File: src/rtl/controller_pkg.sv
// Shared game package: state codes, state width and the Moore output decode
// used by the game controller and the top level.
package controller_pkg;

    localparam int unsigned StateWidth = 3;

    typedef enum logic [StateWidth-1:0] {
        StInit      = 3'd0,
        StSetup     = 3'd1,
        StPlayFpga  = 3'd2,
        StPlayUser  = 3'd3,
        StCheck     = 3'd4,
        StNextRound = 3'd5,
        StResult    = 3'd6,
        StUnused    = 3'd7
    } state_e;

    typedef struct packed {
        logic r1;
        logic r2;
        logic e1;
        logic e2;
        logic e3;
        logic e4;
        logic sel;
    } ctrl_t;

    function automatic ctrl_t decode(state_e s);
        ctrl_t c;
        c = '0;
        case (s)
            StInit:      begin c.r1 = 1'b1; c.r2 = 1'b1; c.sel = 1'b1; end
            StSetup:     begin c.e1 = 1'b1; c.sel = 1'b1; end
            StPlayFpga:  begin c.e3 = 1'b1; c.r2 = 1'b1; c.sel = 1'b1; end
            StPlayUser:  begin c.e2 = 1'b1; c.sel = 1'b1; end
            StCheck:     c.sel = 1'b1;
            StNextRound: begin c.e4 = 1'b1; c.r2 = 1'b1; c.sel = 1'b1; end
            default:     c = '0;
        endcase
        return c;
    endfunction

endpackage

File: src/rtl/button_sync.sv
// Synchronizes the active-low enter button and emits a one-cycle pulse per press.
module button_sync #(
    parameter int unsigned SYNC_STAGES = 2
) (
    input  logic clock_50,
    input  logic reset_n,
    input  logic enter_n,
    output logic enter_p
);

    logic [SYNC_STAGES-1:0] sync_q;
    logic                   prev_q;

    // Reset to the released level so reset release never looks like a press.
    always_ff @(posedge clock_50 or negedge reset_n) begin
        if (!reset_n) begin
            sync_q <= '1;
            prev_q <= 1'b1;
        end else begin
            sync_q <= {sync_q[SYNC_STAGES-2:0], enter_n};
            prev_q <= sync_q[SYNC_STAGES-1];
        end
    end

    assign enter_p = prev_q & ~sync_q[SYNC_STAGES-1];

endmodule

File: src/rtl/controller.sv
// Game controller FSM: sequences setup, FPGA playback, user entry, checking and
// result display; outputs are registered and decoded from the next state.
module controller
    import controller_pkg::*;
#(
    parameter int unsigned SYNC_STAGES = 2
) (
    input  logic                  clock_50,
    input  logic                  reset_n,
    input  logic                  enter_n,
    input  logic                  end_fpga,
    input  logic                  end_user,
    input  logic                  end_time,
    input  logic                  win,
    input  logic                  match,
    output logic                  r1,
    output logic                  r2,
    output logic                  e1,
    output logic                  e2,
    output logic                  e3,
    output logic                  e4,
    output logic                  sel,
    output logic [StateWidth-1:0] state
);

    logic   enter_p;
    state_e state_q;
    state_e state_d;
    ctrl_t  ctrl_q;

    button_sync #(
        .SYNC_STAGES(SYNC_STAGES)
    ) u_sync (
        .clock_50(clock_50),
        .reset_n (reset_n),
        .enter_n (enter_n),
        .enter_p (enter_p)
    );

    always_comb begin
        state_d = state_q;
        case (state_q)
            StInit:      state_d = StSetup;
            StSetup:     if (enter_p) state_d = StPlayFpga;
            StPlayFpga:  if (end_fpga) state_d = StPlayUser;
            StPlayUser: begin
                // Timeout wins over a simultaneous end of entry.
                if (end_time) begin
                    state_d = StResult;
                end else if (end_user) begin
                    state_d = StCheck;
                end
            end
            StCheck:     state_d = (match && !win) ? StNextRound : StResult;
            StNextRound: state_d = StPlayFpga;
            StResult:    if (enter_p) state_d = StInit;
            default:     state_d = StInit;
        endcase
    end

    // Outputs are registered alongside the state so they always match state_q.
    always_ff @(posedge clock_50 or negedge reset_n) begin
        if (!reset_n) begin
            state_q <= StInit;
            ctrl_q  <= decode(StInit);
        end else begin
            state_q <= state_d;
            ctrl_q  <= decode(state_d);
        end
    end

    assign r1    = ctrl_q.r1;
    assign r2    = ctrl_q.r2;
    assign e1    = ctrl_q.e1;
    assign e2    = ctrl_q.e2;
    assign e3    = ctrl_q.e3;
    assign e4    = ctrl_q.e4;
    assign sel   = ctrl_q.sel;
    assign state = state_q;

endmodule

File: config.mk
export PLATFORM = sky130hd
export DESIGN_NAME = controller
export DESIGN_NICKNAME = d
export VERILOG_FILES = /design/src/rtl/controller_pkg.sv /design/src/rtl/button_sync.sv /design/src/rtl/controller.sv
export SDC_FILE = /design/constraint.sdc
export NUM_CORES = 1
export LEC_CHECK = 0
export CAP_MARGIN = 10
export CORE_ASPECT_RATIO = 1.1
export CORE_MARGIN = 1.5
export CORE_UTILIZATION = 35
export DETAILED_ROUTE_END_ITERATION = 6
export GPL_TIMING_DRIVEN = 0
export PLACE_DENSITY = 0.61
export SLEW_MARGIN = 20
export SYNTH_ARGS = -nofsm -noshare
export SYNTH_HDL_FRONTEND = slang
export SYNTH_HIERARCHICAL = 1
export SYNTH_SLANG_ARGS = --single-unit
File: constraint.sdc
create_clock -name clock_50 -period 3.7 [get_ports clock_50]
set_input_delay 0.555 -clock clock_50 [delete_from_list [all_inputs] [get_ports clock_50]]
set_output_delay 0.555 -clock clock_50 [all_outputs]
set_load 0.05 [all_outputs]
==> flow_summary_export.csv <==
group,metric,value,unit
routing,avgViaCountPerCell,5.07,
global_routing,top_usage_layer,"met2",
routing,wl_met2,497,µm
cts,cts_resized,0,
power_and_ir_drop,pg_comb,0.432,mW
critical_path,path_delay_family,"buffers and inverters",
final_layout,num_antenna_cells,0,
logic_synthesis,synthAoiAreaFrac,17.8,%
logic_synthesis,ys_seq_share,55.6,%
sta,slew_viol_final,0,
routing,drcViolationCount,0,
critical_path,r2r_setup_slack,2.22,ns
power_and_ir_drop,finalPower,0.745,mW
logic_synthesis,edf_count,0,
critical_path,cp.required,3.14,ns
place,portBuffers,17,
final_layout,buffers,18,
final_layout,fillers,158,
sta,fmax,0.455,GHz
power_and_ir_drop,clk-power,0.0844,mW
status,outcome,"finished, final reports clean",
power_and_ir_drop,p_per_area,914,nW/µm²
sta,worstMarginPinSlew,0.582,ns
cts,cts_tree,"built",
floorplanning,dieWidth,42.4,µm
sta,hold_violations,0,
logic_synthesis,ys.flop_type,"dfrtp_1",
power_and_ir_drop,p_comb_share,58.0,%
[metrics by stage]
stage               util [%]  instance area (µm²)
CTS                     51.7                  816
floorplan                  -                  598
detailed placement      50.1                  790
global route            51.7                  816
global placement        50.1                  790
finish                  51.7                  816
[flip-flops by register name, indices dropped and copies added, names as in the netlist]
| name | cells |
|---|---|
| e3 | 1 |
| u_sync/sync_q | 2 |
| e2 | 1 |
| e1 | 1 |
| state | 3 |
| sel | 1 |
| r1 | 1 |
| r2 | 1 |
| u_sync/prev_q | 1 |
| e4 | 1 |
[synthesized netlist by cell type, types with 2 or more instances]
cell     n
dfrtp_1  7
dfstp_2  6
and2_1   2
nor2_1   2
nor3_1   2
nor3_2   2
o21a_1   2
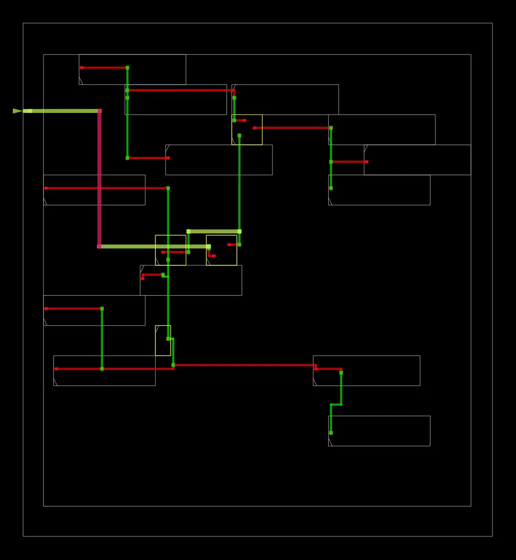
(the clock network)
worst skew pair latency: 0.27 ns
CTS buffer count: 3

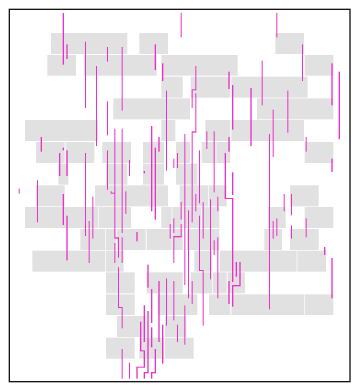
(M2 wires)
Scale: 8 px per µm.
The layer holds 46% of the routed length. The longest straight run is 21.8 µm.
drt total wl: 1090 µm
GRT met2 Usage: 20.3%
vias: 436

Power figures rest on the tool's default switching activity, not on a simulated workload.
